## src/rtl/controle_pipeline.sv

```systemverilog
// Pipelined control unit: ID decode, ID/EX -> EX/MEM -> MEM/WB control registers,
// load-use stall, branch flush and retired counter. Optional JALR decode: CONTROLE_JALR_EN.
module controle_pipeline #(
  parameter int ALUCTRL_W = 4,
  parameter int REG_W     = 5,
  parameter int CNT_W     = 32
) (
  input  logic                 iCLK,
  input  logic                 iRST,
  input  logic [31:0]          iInst,
  input  logic                 iValid,
  input  logic                 iBranchTaken,
  output logic                 oStall,
  output logic [ALUCTRL_W-1:0] oEx_ALUControl,
  output logic                 oEx_ALUSrc,
  output logic                 oEx_Branch,
  output logic [1:0]           oEx_OrigPC,
  output logic [REG_W-1:0]     oEx_Rd,
  output logic                 oMem_MemRead,
  output logic                 oMem_MemWrite,
  output logic                 oWb_RegWrite,
  output logic [1:0]           oWb_MemtoReg,
  output logic [REG_W-1:0]     oWb_Rd,
  output logic [CNT_W-1:0]     oRetired
);

  localparam logic [6:0] OP_R     = 7'b0110011;
  localparam logic [6:0] OP_I     = 7'b0010011;
  localparam logic [6:0] OP_LOAD  = 7'b0000011;
  localparam logic [6:0] OP_STORE = 7'b0100011;
  localparam logic [6:0] OP_B     = 7'b1100011;
  localparam logic [6:0] OP_JAL   = 7'b1101111;
  localparam logic [6:0] OP_JALR  = 7'b1100111;

  localparam logic [ALUCTRL_W-1:0] ALU_ADD = ALUCTRL_W'(0);
  localparam logic [ALUCTRL_W-1:0] ALU_SUB = ALUCTRL_W'(1);
  localparam logic [ALUCTRL_W-1:0] ALU_AND = ALUCTRL_W'(2);
  localparam logic [ALUCTRL_W-1:0] ALU_OR  = ALUCTRL_W'(3);
  localparam logic [ALUCTRL_W-1:0] ALU_SLT = ALUCTRL_W'(4);
  localparam logic [ALUCTRL_W-1:0] ALU_XOR = ALUCTRL_W'(5);

  typedef struct packed {
    logic                 valid;
    logic [ALUCTRL_W-1:0] aluctrl;
    logic                 alusrc;
    logic                 branch;
    logic [1:0]           origpc;
    logic                 memread;
    logic                 memwrite;
    logic                 regwrite;
    logic [1:0]           memtoreg;
    logic [REG_W-1:0]     rd;
  } ctrl_t;

  // Fields that survive past EX
  typedef struct packed {
    logic             valid;
    logic             memread;
    logic             memwrite;
    logic             regwrite;
    logic [1:0]       memtoreg;
    logic [REG_W-1:0] rd;
  } late_t;

  logic [6:0]       opcode;
  logic [2:0]       funct3;
  logic [6:0]       funct7;
  logic [REG_W-1:0] rd_f;
  logic [REG_W-1:0] rs1_f;
  logic [REG_W-1:0] rs2_f;

  assign opcode = iInst[6:0];
  assign funct3 = iInst[14:12];
  assign funct7 = iInst[31:25];
  assign rd_f   = REG_W'(iInst[11:7]);
  assign rs1_f  = REG_W'(iInst[19:15]);
  assign rs2_f  = REG_W'(iInst[24:20]);

  ctrl_t dec;
  logic  uses_rs1;
  logic  uses_rs2;

  ctrl_t idex_q;
  late_t exmem_q;
  late_t memwb_q;
  logic [CNT_W-1:0] retired_q;

  always_comb begin
    dec      = '0;
    uses_rs1 = 1'b0;
    uses_rs2 = 1'b0;
    if (iValid) begin
      case (opcode)
        OP_R: begin
          dec.valid    = 1'b1;
          dec.regwrite = 1'b1;
          dec.rd       = rd_f;
          uses_rs1     = 1'b1;
          uses_rs2     = 1'b1;
          case (funct3)
            3'b000:  dec.aluctrl = (funct7 == 7'b0100000) ? ALU_SUB : ALU_ADD;
            3'b111:  dec.aluctrl = ALU_AND;
            3'b110:  dec.aluctrl = ALU_OR;
            3'b010:  dec.aluctrl = ALU_SLT;
            3'b100:  dec.aluctrl = ALU_XOR;
            default: dec.aluctrl = ALU_ADD;
          endcase
        end
        OP_I: begin
          dec.valid    = 1'b1;
          dec.alusrc   = 1'b1;
          dec.regwrite = 1'b1;
          dec.rd       = rd_f;
          uses_rs1     = 1'b1;
          case (funct3)
            3'b111:  dec.aluctrl = ALU_AND;
            3'b110:  dec.aluctrl = ALU_OR;
            3'b100:  dec.aluctrl = ALU_XOR;
            3'b010:  dec.aluctrl = ALU_SLT;
            default: dec.aluctrl = ALU_ADD;
          endcase
        end
        OP_LOAD: begin
          dec.valid    = 1'b1;
          dec.alusrc   = 1'b1;
          dec.memread  = 1'b1;
          dec.regwrite = 1'b1;
          dec.memtoreg = 2'b01;
          dec.rd       = rd_f;
          uses_rs1     = 1'b1;
        end
        OP_STORE: begin
          dec.valid    = 1'b1;
          dec.alusrc   = 1'b1;
          dec.memwrite = 1'b1;
          uses_rs1     = 1'b1;
          uses_rs2     = 1'b1;
        end
        OP_B: begin
          dec.valid   = 1'b1;
          dec.branch  = 1'b1;
          dec.aluctrl = ALU_SUB;
          dec.origpc  = 2'b01;
          uses_rs1    = 1'b1;
          uses_rs2    = 1'b1;
        end
        OP_JAL: begin
          dec.valid    = 1'b1;
          dec.regwrite = 1'b1;
          dec.origpc   = 2'b10;
          dec.memtoreg = 2'b10;
          dec.rd       = rd_f;
        end
`ifdef CONTROLE_JALR_EN
        OP_JALR: begin
          dec.valid    = 1'b1;
          dec.alusrc   = 1'b1;
          dec.regwrite = 1'b1;
          dec.origpc   = 2'b11;
          dec.memtoreg = 2'b10;
          dec.rd       = rd_f;
          uses_rs1     = 1'b1;
        end
`else
        OP_JALR: ;
`endif
        default: ;
      endcase
    end
  end

  logic hazard;
  assign hazard = idex_q.valid && idex_q.memread && (idex_q.rd != '0) &&
                  ((uses_rs1 && (idex_q.rd == rs1_f)) || (uses_rs2 && (idex_q.rd == rs2_f)));

  // A redirect kills the ID instruction anyway, so it overrides the stall
  assign oStall = hazard && !iBranchTaken;

  always_ff @(posedge iCLK) begin
    if (iRST) begin
      idex_q    <= '0;
      exmem_q   <= '0;
      memwb_q   <= '0;
      retired_q <= '0;
    end else begin
      idex_q           <= (oStall || iBranchTaken) ? '0 : dec;
      exmem_q.valid    <= idex_q.valid;
      exmem_q.memread  <= idex_q.memread;
      exmem_q.memwrite <= idex_q.memwrite;
      exmem_q.regwrite <= idex_q.regwrite;
      exmem_q.memtoreg <= idex_q.memtoreg;
      exmem_q.rd       <= idex_q.rd;
      memwb_q          <= exmem_q;
      if (memwb_q.valid) retired_q <= retired_q + CNT_W'(1);
    end
  end

  assign oEx_ALUControl = idex_q.aluctrl;
  assign oEx_ALUSrc     = idex_q.alusrc;
  assign oEx_Branch     = idex_q.branch;
  assign oEx_OrigPC     = idex_q.origpc;
  assign oEx_Rd         = idex_q.rd;
  assign oMem_MemRead   = exmem_q.memread;
  assign oMem_MemWrite  = exmem_q.memwrite;
  assign oWb_RegWrite   = memwb_q.regwrite;
  assign oWb_MemtoReg   = memwb_q.memtoreg;
  assign oWb_Rd         = memwb_q.rd;
  assign oRetired       = retired_q;

endmodule

```

## config.mk

```make
export PLATFORM = sky130hd
export DESIGN_NAME = controle_pipeline
export DESIGN_NICKNAME = d
export VERILOG_FILES = /design/src/rtl/controle_pipeline.sv
export SDC_FILE = /design/constraint.sdc
export NUM_CORES = 1
export LEC_CHECK = 0
export CAP_MARGIN = 0
export CORE_ASPECT_RATIO = 1.25
export CORE_UTILIZATION = 46
export DETAILED_ROUTE_END_ITERATION = 16
export PLACE_DENSITY = 0.81
export SLEW_MARGIN = 0
export SYNTH_ARGS = -nofsm -noshare
export SYNTH_HDL_FRONTEND = slang
export SYNTH_SLANG_ARGS = --single-unit
```

## constraint.sdc

```tcl
create_clock -name iCLK -period 2 [get_ports iCLK]
set_input_delay 0.4 -clock iCLK [delete_from_list [all_inputs] [get_ports iCLK]]
set_output_delay 0.4 -clock iCLK [all_outputs]
set_load 0.01 [all_outputs]
```

==> flow_summary.json <==
{
  "outcome": "complete, but fails checks",
  "violations": "negative setup slack",
  "placed_cells": 480,
  "rr_worst_depth": 7,
  "wl_met2_microns": 3320,
  "synth.distinct_cells": 37,
  "chip_area_sq_um": 6630,
  "synth.most_common_cell": "dfxtp_1",
  "power_frac_comb_pct": 5.6,
  "ys_warn_count": 0,
  "grt-busiest-layer": "met2",
  "grt.total_usage_pct": 20.2,
  "top_layer": "met4",
  "layout_setup_ws_ns": -0.218,
  "h-tree-depth": 3,
  "top_area_cell": "dfxtp_1",
  "period_minus_slack_ns": 2.22,
  "pwr-share-seq_pct": 48.9,
  "ys_cells": 316,
  "fmax_mhz": 451,
  "fin_cells": 501,
  "fin_setup_tns_ns": -0.218,
  "power_mw": 2.72,
  "warnings": 28,
  "edf_count": 0,
  "ys_sh_mux_pct": 0.345,
  "endpoint_kind": "output port",
  "drt-vias-per-instance": 5.04,
  "io_pins": 92,
  "dieWidth_microns": 73.0,
  "p_sw_mw": 0.568,
  "wl_met1_microns": 2590,
  "grt_max_degree": 52,
  "hold_end": "exmem_q[6]",
  "clk_latency_ns": 0.33,
  "cts_tree": "yes",
  "drt-initial-drc-count": 148,
  "arrival_ns": 1.82,
  "clk_path_buf_depth": 2,
  "place_ws_ns": -0.724,
  "critPathRequiredTime_ns": 1.60,
  "final_nets": 448,
  "p_leak_nw": 1.47,
  "grt_setup_unrepaired": "yes",
  "r2r_start": "oEx_Rd[1]",
  "yosys_most_used_dff": "dfxtp_1",
  "yosys.area_share.simple_pct": 28.9,
  "worst_slew_pin_slew_ns": 0.511,
  "timing.rr.end": "oEx_ALUSrc",
  "dieHeight_microns": 90.8,
  "yosys_register_bits": 67,
  "fp-utilization_pct": 47.3,
  "lay_top_count": "clkdlybuf4s50_1",
  "ys_sh_xor_pct": 9.97,
  "swShare_pct": 20.9,
  "topCombFamilyByArea": "simple AND/OR/NAND/NOR gates",
  "drt-pass1-iter-count": 4,
  "hold_class": "reg -> reg",
  "synthArstFlopShare_pct": 0,
  "cts-root-buf": "clkbuf_8",
  "antenna_found_initial": 0,
  "hold_violations": 0,
  "max_cap_violations": 0,
  "setup_violations": 1,
  "use_met2_pct": 34.4,
  "cts_hold_buffers": 0,
  "use_met3_pct": 4.69,
  "area_growth_pct": 43.3,
  "syn-num-nets": 353,
  "first_global_vias": 2431,
  "peakVddDrop_uv": 417,
  "yosysSeqAreaShare_pct": 46.2,
  "hpwl_microns": 4440,
  "hold_start": "idex_q[6]"
}
power groups by stage:
stage               clock (mW)  sequential [mW]  combinational, mW
floorplan                    0             1.37             0.0468
global placement             0             1.37              0.143
detailed placement           0             1.37              0.146
CTS                       1.27             1.33              0.145
global route              1.33             1.33              0.167
finish                    1.24             1.33              0.154
worst max-delay path by stage:
stage / start / end / slack (ns) / cells after the start
3_5_place_dp: iInst[22] / oStall / -0.72 / 7
5_1_grt: oEx_Rd[1] / oStall / -0.32 / 7
2_1_floorplan: iInst[4] / oStall / 0.1 / 5
3_3_place_gp: iInst[23] / oStall / -0.63 / 7
6_report: oEx_Rd[1] / oStall / -0.22 / 7
4_1_cts: iInst[3] / oStall / -0.14 / 6
sequential cells by signal (all words and copies together) (netlist names):
register / count
idex_q: 5
memwb_q: 1
oRetired: 32
exmem_q: 9
oWb_RegWrite: 1
oWb_MemtoReg: 2
oMem_MemWrite: 1
oEx_ALUSrc: 1
oEx_Rd: 5
oEx_OrigPC: 2
oWb_Rd: 5
oEx_ALUControl: 3
metrics by stage:
stage               hold slack, ns  area [sq um]
floorplan                    0.414          2900
global placement             0.417          3830
detailed placement           0.420          3830
CTS                          0.436          4080
global route                 0.455          4160
finish                       0.435          4160
area by class of cell:
cell class	instances	area (sq um)
Clock inverter	6	88.8
Tap cell	85	106
Sequential cell	67	1360
Fill cell	498	1970
Inverter	4	15.0
Multi-Input combinational cell	214	1370
Timing Repair Buffer	115	1080
Clock buffer	10	138
critical path, cell delays in order, from the launching register on:
cell and delay (ns):
dfxtp_4 0.36, buf_4 0.13, xnor2_1 0.15, nand4_1 0.16
a2111oi_2 0.27, o21a_2 0.18, nor2b_4 0.14, buf_6 0.10
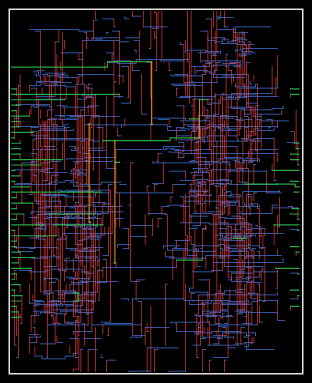
*Wiring by layer*
(4 px per micron)
Key: green = met3 [wire length 341 microns]; orange = met4 [wire length 80.2 microns]; blue = met1 [wire length 2590 microns]; red = met2 [wire length 3320 microns]
routed len/inst: 12.6 microns
final WL: 6330 microns
via count: 2525

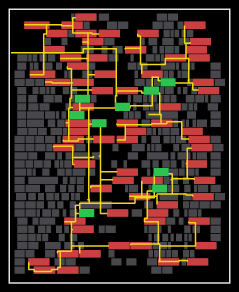
*Routed clock nets over the placement*
(3 px per micron)
Key: yellow = clock wires [length 741 microns]; green = cells driving clock nets [count 9]; red = flip-flops [count 67]
There are 10 routed clock nets. Position of the flops: spread over the die.

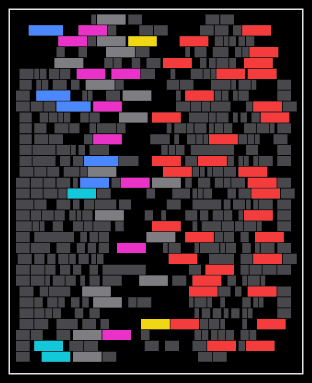
*Where the registers sit*
(4 px per micron) Other sequential cells in the stronger gray, the rest of the logic in the fainter gray.
Key: magenta = exmem_q [placed flops 9]; red = oRetired [placed flops 32]; blue = oEx_Rd [placed flops 5]; yellow = oWb_MemtoReg [placed flops 2]; cyan = oEx_ALUControl [placed flops 3]
Another 16 sequential cells are not colored.
Final Util: 67.9%
fraction of area in registers: 32.6%

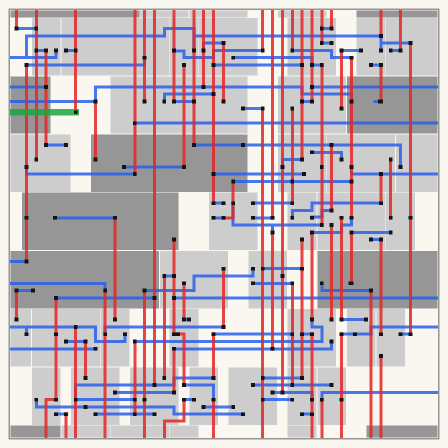
*Zoomed window*
Window x 45 to 65, y 13 to 33 microns. Cells in gray, sequential cells in the stronger gray; small squares are vias.
Key: red = met2; green = met3; blue = met1
38 logic cells have their middle in the window. Sequential cells in the window: 5. Netlist names of flops here include oRetired (5). Most frequent: nor2_1 (8), nand4_1 (6), dfxtp_1 (5).

No activity file was given, so power comes from the tool's default toggle rates.
